**Run 1: clock wiring as the flow saved it**

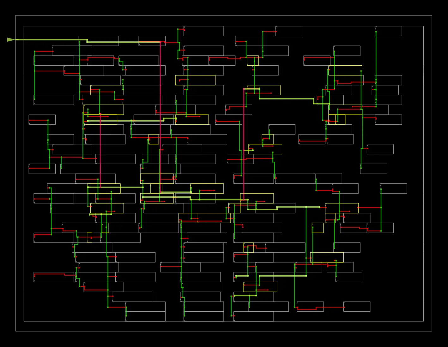
**Run 1: drive-strength map**

Scale bar: 20 microns.
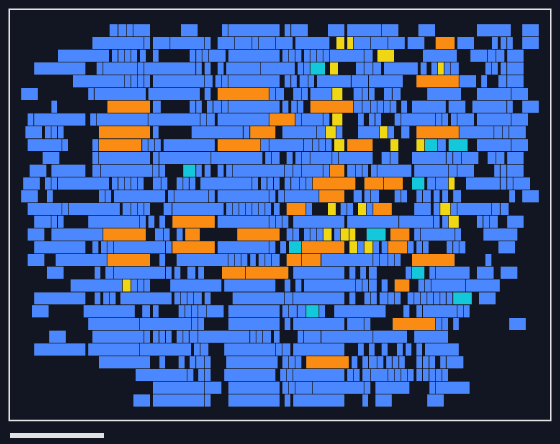
**Run 1: pin placement**

Pins as bars across the die edge, other pins in gray.
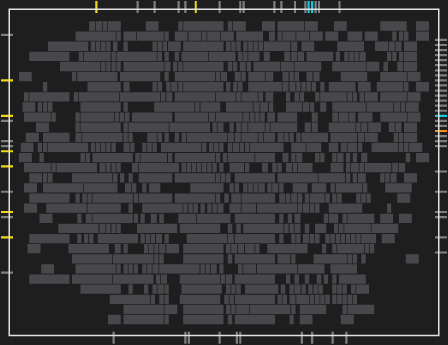
==> config.mk <==
export PLATFORM = sky130hd
export DESIGN_NAME = ula_controlador
export DESIGN_NICKNAME = d
export VERILOG_FILES = /design/src/rtl/ula_controlador.sv
export SDC_FILE = /design/constraint.sdc
export NUM_CORES = 1
export LEC_CHECK = 0
export ABC_AREA = 1
export CAP_MARGIN = 20
export CORE_ASPECT_RATIO = 0.75
export CORE_MARGIN = 2
export CORE_UTILIZATION = 55
export DETAILED_ROUTE_END_ITERATION = 8
export GPL_TIMING_DRIVEN = 0
export PLACE_DENSITY = 0.8
export SLEW_MARGIN = 5
export SYNTH_ARGS = -nofsm -noshare
export SYNTH_HDL_FRONTEND = slang
export SYNTH_SLANG_ARGS = --single-unit
==> constraint.sdc <==
create_clock -name clk -period 3.9 [get_ports clk]
set_input_delay 0.78 -clock clk [delete_from_list [all_inputs] [get_ports clk]]
set_output_delay 0.78 -clock clk [all_outputs]
set_load 0.03 [all_outputs]
==> src/rtl/ula_controlador.sv <==
// ula_controlador: instruction FIFO feeding an external ALU through a
// fixed five-state sequence (IDLE, EX1, EX2, EX3, DONE). Only one
// instruction is in flight at a time, and results leave in arrival order.
module ula_controlador #(
    parameter int N     = 8,
    parameter int DEPTH = 4
) (
    input  logic                     clk,
    input  logic                     rst,
    input  logic                     in_valid,
    output logic                     in_ready,
    input  logic [2:0]               in_op,
    input  logic [N-1:0]             in_a,
    input  logic [N-1:0]             in_b,
    output logic [N-1:0]             alu_a,
    output logic [N-1:0]             alu_b,
    output logic [2:0]               alu_op,
    input  logic [N-1:0]             alu_s,
    input  logic                     alu_flag,
    output logic                     out_valid,
    input  logic                     out_ready,
    output logic [N-1:0]             out_s,
    output logic                     out_flag,
    output logic [2:0]               out_op,
    output logic                     busy,
    output logic [$clog2(DEPTH):0]   count
);

    localparam int AW = $clog2(DEPTH);
    localparam int CW = AW + 1;
    localparam int EW = 3 + 2 * N;

    typedef enum logic [2:0] {IDLE, EX1, EX2, EX3, DONE} state_t;

    state_t          state;
    logic [EW-1:0]   mem [DEPTH];
    logic [AW-1:0]   wr_ptr;
    logic [AW-1:0]   rd_ptr;
    logic [EW-1:0]   head;
    logic            flag_q;
    logic            push;
    logic            pop;

    // in_ready depends only on occupancy, so a pop in the same cycle does
    // not open a slot early.
    assign in_ready = (count < CW'(DEPTH));
    assign push     = in_valid && in_ready;
    assign pop      = (state == IDLE) && (count != '0);
    assign head     = mem[rd_ptr];

    // FIFO storage; contents need no reset because count gates every read.
    always_ff @(posedge clk) begin
        if (push) mem[wr_ptr] <= {in_op, in_a, in_b};
    end

    // FIFO pointers and occupancy; pointers wrap naturally since DEPTH is 2^AW.
    always_ff @(posedge clk) begin
        if (rst) begin
            wr_ptr <= '0;
            rd_ptr <= '0;
            count  <= '0;
        end else begin
            if (push) wr_ptr <= wr_ptr + AW'(1);
            if (pop)  rd_ptr <= rd_ptr + AW'(1);
            case ({push, pop})
                2'b10:   count <= count + CW'(1);
                2'b01:   count <= count - CW'(1);
                default: count <= count;
            endcase
        end
    end

    // Issue/execute/retire sequencer with all controller outputs registered.
    always_ff @(posedge clk) begin
        if (rst) begin
            state     <= IDLE;
            alu_a     <= '0;
            alu_b     <= '0;
            alu_op    <= '0;
            flag_q    <= 1'b0;
            out_s     <= '0;
            out_flag  <= 1'b0;
            out_op    <= '0;
            out_valid <= 1'b0;
            busy      <= 1'b0;
        end else begin
            case (state)
                IDLE: begin
                    if (pop) begin
                        {alu_op, alu_a, alu_b} <= head;
                        busy  <= 1'b1;
                        state <= EX1;
                    end
                end
                // ALU input registers capture alu_a/alu_b/alu_op on this edge.
                EX1: state <= EX2;
                // alu_flag is now valid from the ALU input registers.
                EX2: begin
                    flag_q <= alu_flag;
                    state  <= EX3;
                end
                EX3: begin
                    out_s     <= alu_s;
                    out_flag  <= flag_q;
                    out_op    <= alu_op;
                    out_valid <= 1'b1;
                    state     <= DONE;
                end
                DONE: begin
                    if (out_ready) begin
                        out_valid <= 1'b0;
                        busy      <= 1'b0;
                        state     <= IDLE;
                    end
                end
                default: state <= IDLE;
            endcase
        end
    end

endmodule

==> flow_metrics.tcl, run 1 <==
# collected from the flow reports
set metrics [dict create \
    sw_frac_of_total_pct 37.2 \
    cts.repair.resized 0 \
    wl_met1_microns 4840 \
    critPathMaxFanout 5 \
    drc 0 \
    instances_no_fill 775 \
    largest_area_cell "edfxtp_1" \
    status "finished, final reports clean" \
    synthAdderAreaFrac_pct 1.62 \
    aoi_share_pct 2.76 \
    final_antenna_net_count 0 \
    clockRootBuffer "clkbuf_16" \
    max_freq_mhz 430 \
    hold_path_class "register to register" \
    grt_first_pass_wirelength_microns 19000 \
    arrival_ns 1.55 \
    n_fill_cell 603 \
    ys_warn_count 0 \
    setup_violations 0 \
    path_cells "inv_1 > clkdlybuf4s50_1" \
    powerDensity_nw_per_um2 797 \
    totalNegativeSetupSlack_ns 0 \
    top_layer "met4" \
    ir_drop_uv 465 \
    top_logic_kind "simple AND/OR/NAND/NOR gates" \
    crit_required_ns 3.12 \
    xor_area_share_pct 0 \
    cts_htree_levels 4 \
    drt-total-wl_microns 12100 \
    io_pins 69 \
    fp_util_pct 56.4 \
    synth-edff-count 76 \
    fin_hold_ws_ns 0.466 \
    gr-usage-met1_pct 31.3 \
    async_reset_ff_share_pct 0 \
    layout-drive-gt1-share_pct 10.4 \
    final_cell_mix "nand2_1 (149), inv_1 (111), edfxtp_1 (76), clkdlybuf4s50_1 (67), nor2_1 (63)" \
    worstSetupPathType "register to output pin" \
    post-route-util_pct 72.7 \
    r2r_start "state[2]$_SDFFE_PP0P_" \
    rsz0062_at_grt "no" \
    grt.total_usage_pct 25.8 \
    warnings 29 \
    num-multi-input-gates 302 \
    synth_cell_types 23 \
    lay_top_count "nand2_1" \
    seq_share_pct 48.3 \
    firstDrtPassIters 5 \
    dominant_cells "registers" \
    clk_path_buf_depth 2 \
    tritoncts "built" \
    p_leak_nw 2.99 \
    tapCellCount 112 \
    comb_share_pct 20.3 \
    worst_pin_slew_ns 0.655 \
    power.clock.fraction_pct 29.2 \
    logic_area_sq_um 1330 \
    whs_path_depth 2 \
    pre_cts_ws_ns 1.31 \
]
About 'clock wiring as the flow saved it':
CTS buffer count: 17
clock buf count: 19
Latency at later pin: 0.40 ns
Clk. pwr: 0.00152 W
clock skew: 0.00699 ns

About 'drive-strength map':
_3 and _4 cells -> cyan  # cells 10, share 1.5%
_6 and larger -> orange  # cells 36, share 5.4%
_2 cells -> yellow  # cells 23, share 3.5%
_0 and _1 cells -> blue  # cells 594, share 90%
cell area after layout: 6550 sq um
Area Overhead vs Synth: 28.9%

About 'pin placement':
`out_op` -> cyan  # pins 3, direction output, edge 2 top, 1 right
`in_a` -> yellow  # pins 8, direction input, edge 6 left, 2 top
`out_valid` -> orange  # pins 1, direction output, edge right
Die Width: 115 microns
Die Ht: 87.3 microns
I/O Buffers: 67

[run 1: power by group through the flow]
stage | Sequential, W | Clock (W) | Combinational [W]
floorplan | 0.00200 | 0 | 0.00101
global placement | 0.00173 | 0 | 0.00185
detailed placement | 0.00174 | 0 | 0.00193
CTS | 0.00172 | 0.00153 | 0.00198
global route | 0.00174 | 0.00160 | 0.00217
finish | 0.00172 | 0.00152 | 0.00198
[run 1: flip-flops by register name, summed over array words and instances (netlist names), 2 cells and up]
| name | cells |
|---|---|
| out_s | 8 |
| alu_b | 8 |
| wr_ptr | 2 |
| alu_op | 3 |
| alu_a | 8 |
| mem | 76 |
| state | 3 |
| out_op | 3 |
| count | 3 |
| rd_ptr | 2 |
==> run 1 -> run 2 <==
- clock period: 3.9 -> 2.2 ns (I/O delays scaled with it)
**Run 2: met4 routing**

Scale bar: 20 microns.
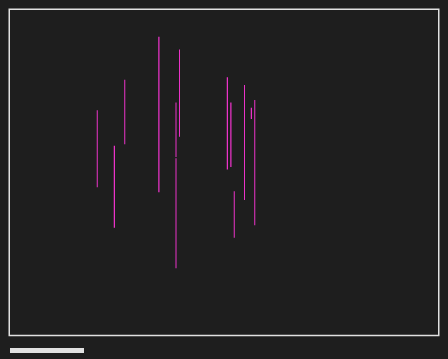
nets with wire on the layer = 11
share of all routed wire = 2.4%
wire length on this layer = 288 microns
main direction = vertical
longest straight run = 41.5 microns
Routed WL: 12100 microns
via count: 3919

**Run 2: clock wiring as the flow saved it**

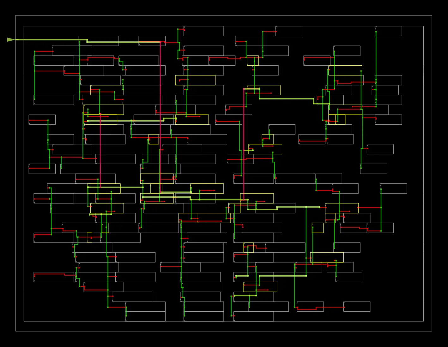
Clk. pwr: 0.00270 W
clock sinks: 120
Seq Cell Count: 120

==> flow_metrics.tcl, run 2 <==
# collected from the flow reports
set metrics [dict create \
    p_seq_w 0.00305 \
    nClkBuffers 19 \
    largest_area_cell "edfxtp_1" \
    p_leak_nw 2.99 \
    fin_hold_ws_ns 0.333 \
    worstSetupPathType "register to output pin" \
    seq_share_pct 48.3 \
    tritoncts "built" \
    grt.total_usage_pct 25.8 \
    pre_cts_ws_ns -0.0512 \
    totalNegativeSetupSlack_ns 0 \
    powerDensity_nw_per_um2 1410 \
    power.clock.fraction_pct 29.2 \
    top_power_group "combinational logic" \
    grt_first_pass_wirelength_microns 19000 \
    io_pins 69 \
    die_w_microns 115 \
    fp_util_pct 56.4 \
    pg_comb_w 0.00351 \
    largest_register_ffs 76 \
    arrival_ns 1.55 \
    dominant_cells "registers" \
    cts_buffers 17 \
    warnings 30 \
    whs_path_depth 2 \
    worst_pin_slew_ns 0.655 \
    post-route-util_pct 72.7 \
    setup_violations 0 \
    status "finished, final reports clean" \
    layout-drive-gt1-share_pct 10.4 \
    top_logic_kind "simple AND/OR/NAND/NOR gates" \
    sw_frac_of_total_pct 37.2 \
    r2r_start "state[2]$_SDFFE_PP0P_" \
    cts.repair.resized 0 \
    area_delta_synth_final_pct 28.9 \
    rsz0062_at_grt "no" \
    clock_latency_ns 0.40 \
    final_cell_mix "nand2_1 (149), inv_1 (111), edfxtp_1 (76), clkdlybuf4s50_1 (67), nor2_1 (63)" \
    cts_htree_levels 4 \
]
-- run 2: layer usage --
| metal | global-route usage, % | wire length [microns] | part of all wire [%] | up-vias |
|---|---|---|---|---|
| met1 | 31.3 | 4840 | 40 | 1787 |
| met2 | 43.7 | 5970 | 49 | 203 |
| met4 | 11.4 | 287 | 2.4 | 0 |
| li1 | - | - | - | 1899 |
| met5 | 0 | 0 | 0 | - |
| met3 | 7.17 | 1030 | 8.5 | 30 |
-- run 2: cells by family after synthesis --
family / Yosys count
AND-OR/OR-AND: 28
adder cells (fa/ha/maj): 6
AND/OR/NAND/NOR: 268
flip-flops: 120
buffers and inverters: 138
**Run 2: drive-strength map**

Scale bar: 20 microns.
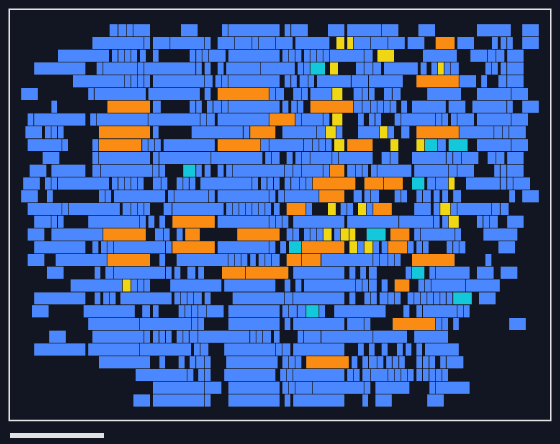

==> run 2 -> run 3 <==
- CORE_MARGIN: 2 -> 4
- CORE_UTILIZATION: 55 -> 32
- PLACE_DENSITY: 0.8 -> default
**Run 3: drive-strength map**

Scale bar: 50 microns.
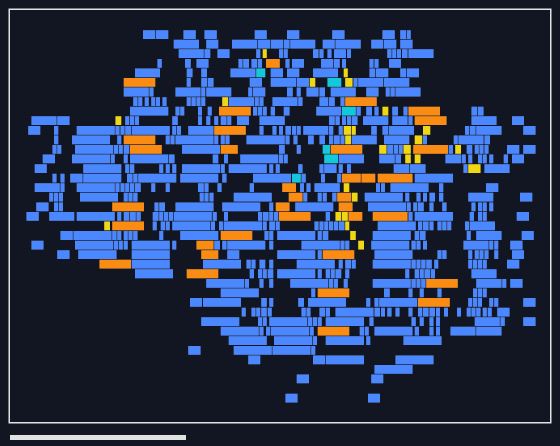
_2 cells -> yellow  # cells 26, share 3.9%
_6 and larger -> orange  # cells 35, share 5.3%
_0 and _1 cells -> blue  # cells 596, share 90%
_3 and _4 cells -> cyan  # cells 6, share 0.90%

**Run 3: clock wires, drivers and flops**

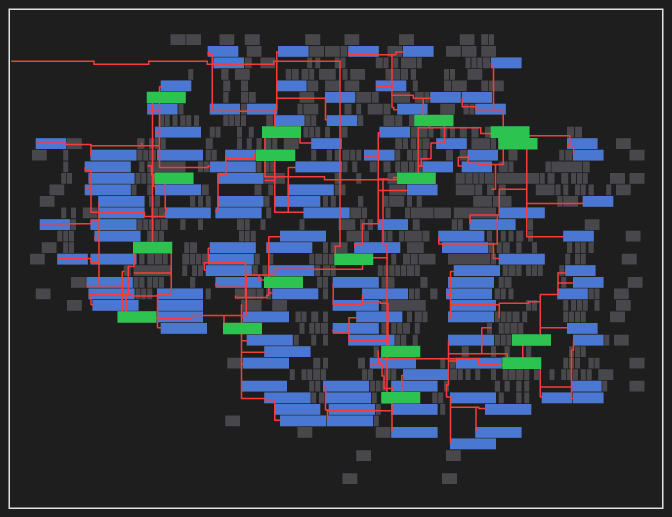
flip-flops -> blue  # count 120
clock wires -> red  # length 1560 microns
clock drivers -> green  # count 17
routed clock nets = 18
clock skew: 0.00913 ns
Latency at later pin: 0.41 ns

==> flow_metrics.tcl, run 3 <==
# collected from the flow reports
set metrics [dict create \
    status "finished, final reports clean" \
    largest_area_cell "edfxtp_1" \
    r2r_start "state[2]$_SDFFE_PP0P_" \
    use_met2_pct 20.8 \
    aoi_share_pct 2.76 \
    portBuffers 67 \
    p_seq_w 0.00304 \
    synthAdderAreaFrac_pct 1.62 \
    arrival_ns 1.54 \
    path_cells "inv_1 > clkdlybuf4s50_1" \
    fp_util_pct 33.0 \
    xor_area_share_pct 0 \
    synth_cell_types 23 \
    layout-drive-gt1-share_pct 10.1 \
    max_freq_mhz 505 \
    final_antenna_net_count 0 \
    n_fill_cell 1485 \
    gr-usage-met1_pct 17.3 \
    top_power_group "combinational logic" \
    die_w_microns 154 \
    clock_power_w 0.00266 \
    critPathMaxFanout 5 \
    totalNegativeSetupSlack_ns 0 \
    largest_register_ffs 76 \
    cts.sinks 120 \
    worstSetupPathType "register to output pin" \
    ir_drop_uv 503 \
    ys_warn_count 0 \
    io_pins 69 \
    async_reset_ff_share_pct 0 \
    final_cell_mix "nand2_1 (149), inv_1 (111), edfxtp_1 (76), clkdlybuf4s50_1 (67), nor2_1 (63)" \
    pg_comb_w 0.00345 \
    tritoncts "built" \
    drt-total-wl_microns 11300 \
    firstDrtPassIters 4 \
    powerDensity_nw_per_um2 1370 \
    rsz0062_at_grt "no" \
    cts.repair.resized 0 \
    grt_first_pass_wirelength_microns 18200 \
    dr_wl_met3_microns 630 \
    clk_path_buf_depth 2 \
    met2_length_microns 5230 \
    hold_path_class "input port to register" \
    post-route-util_pct 43.5 \
    top_logic_kind "simple AND/OR/NAND/NOR gates" \
    wl_met1_microns 5270 \
    synth-edff-count 76 \
    grt.total_usage_pct 13.2 \
    pre_cts_ws_ns -0.0916 \
    crit_required_ns 1.76 \
    cts_buffers 17 \
    grtUsageMet3_pct 3.56 \
    sw_frac_of_total_pct 36.1 \
    finish.instance_area_sq_um 6700 \
    die_h_microns 117 \
    instances_no_fill 868 \
    worst_pin_slew_ns 0.661 \
    lay_top_count "nand2_1" \
    area_delta_synth_final_pct 31.8 \
    yosysMostFrequentCell "nand2_1" \
    warnings 30 \
    whs_path_depth 2 \
]
run 3: area by class of cell:
| cell class | instances | area, sq um | area share [%] |
|---|---|---|---|
| plain buffers | 23 | 166 | 2.48 |
| clock buffers | 26 | 553 | 8.25 |
| clock inverters | 6 | 31.3 | 0.467 |
| inverters | 115 | 432 | 6.44 |
| multi-input cells | 302 | 1330 | 19.9 |
| flip-flops and latches | 120 | 3160 | 47.2 |
| well taps | 205 | 256 | 3.83 |
| repair buffers | 71 | 768 | 11.5 |
run 3: cells by family (layout without fill, tap and decap cells):
family / Yosys count / after routing
buffers and inverters: 138 / 241
AND/OR/NAND/NOR: 268 / 268
AND-OR/OR-AND: 28 / 28
adder cells (fa/ha/maj): 6 / 6
flip-flops: 120 / 120
Power and IR drop assume default switching activity.
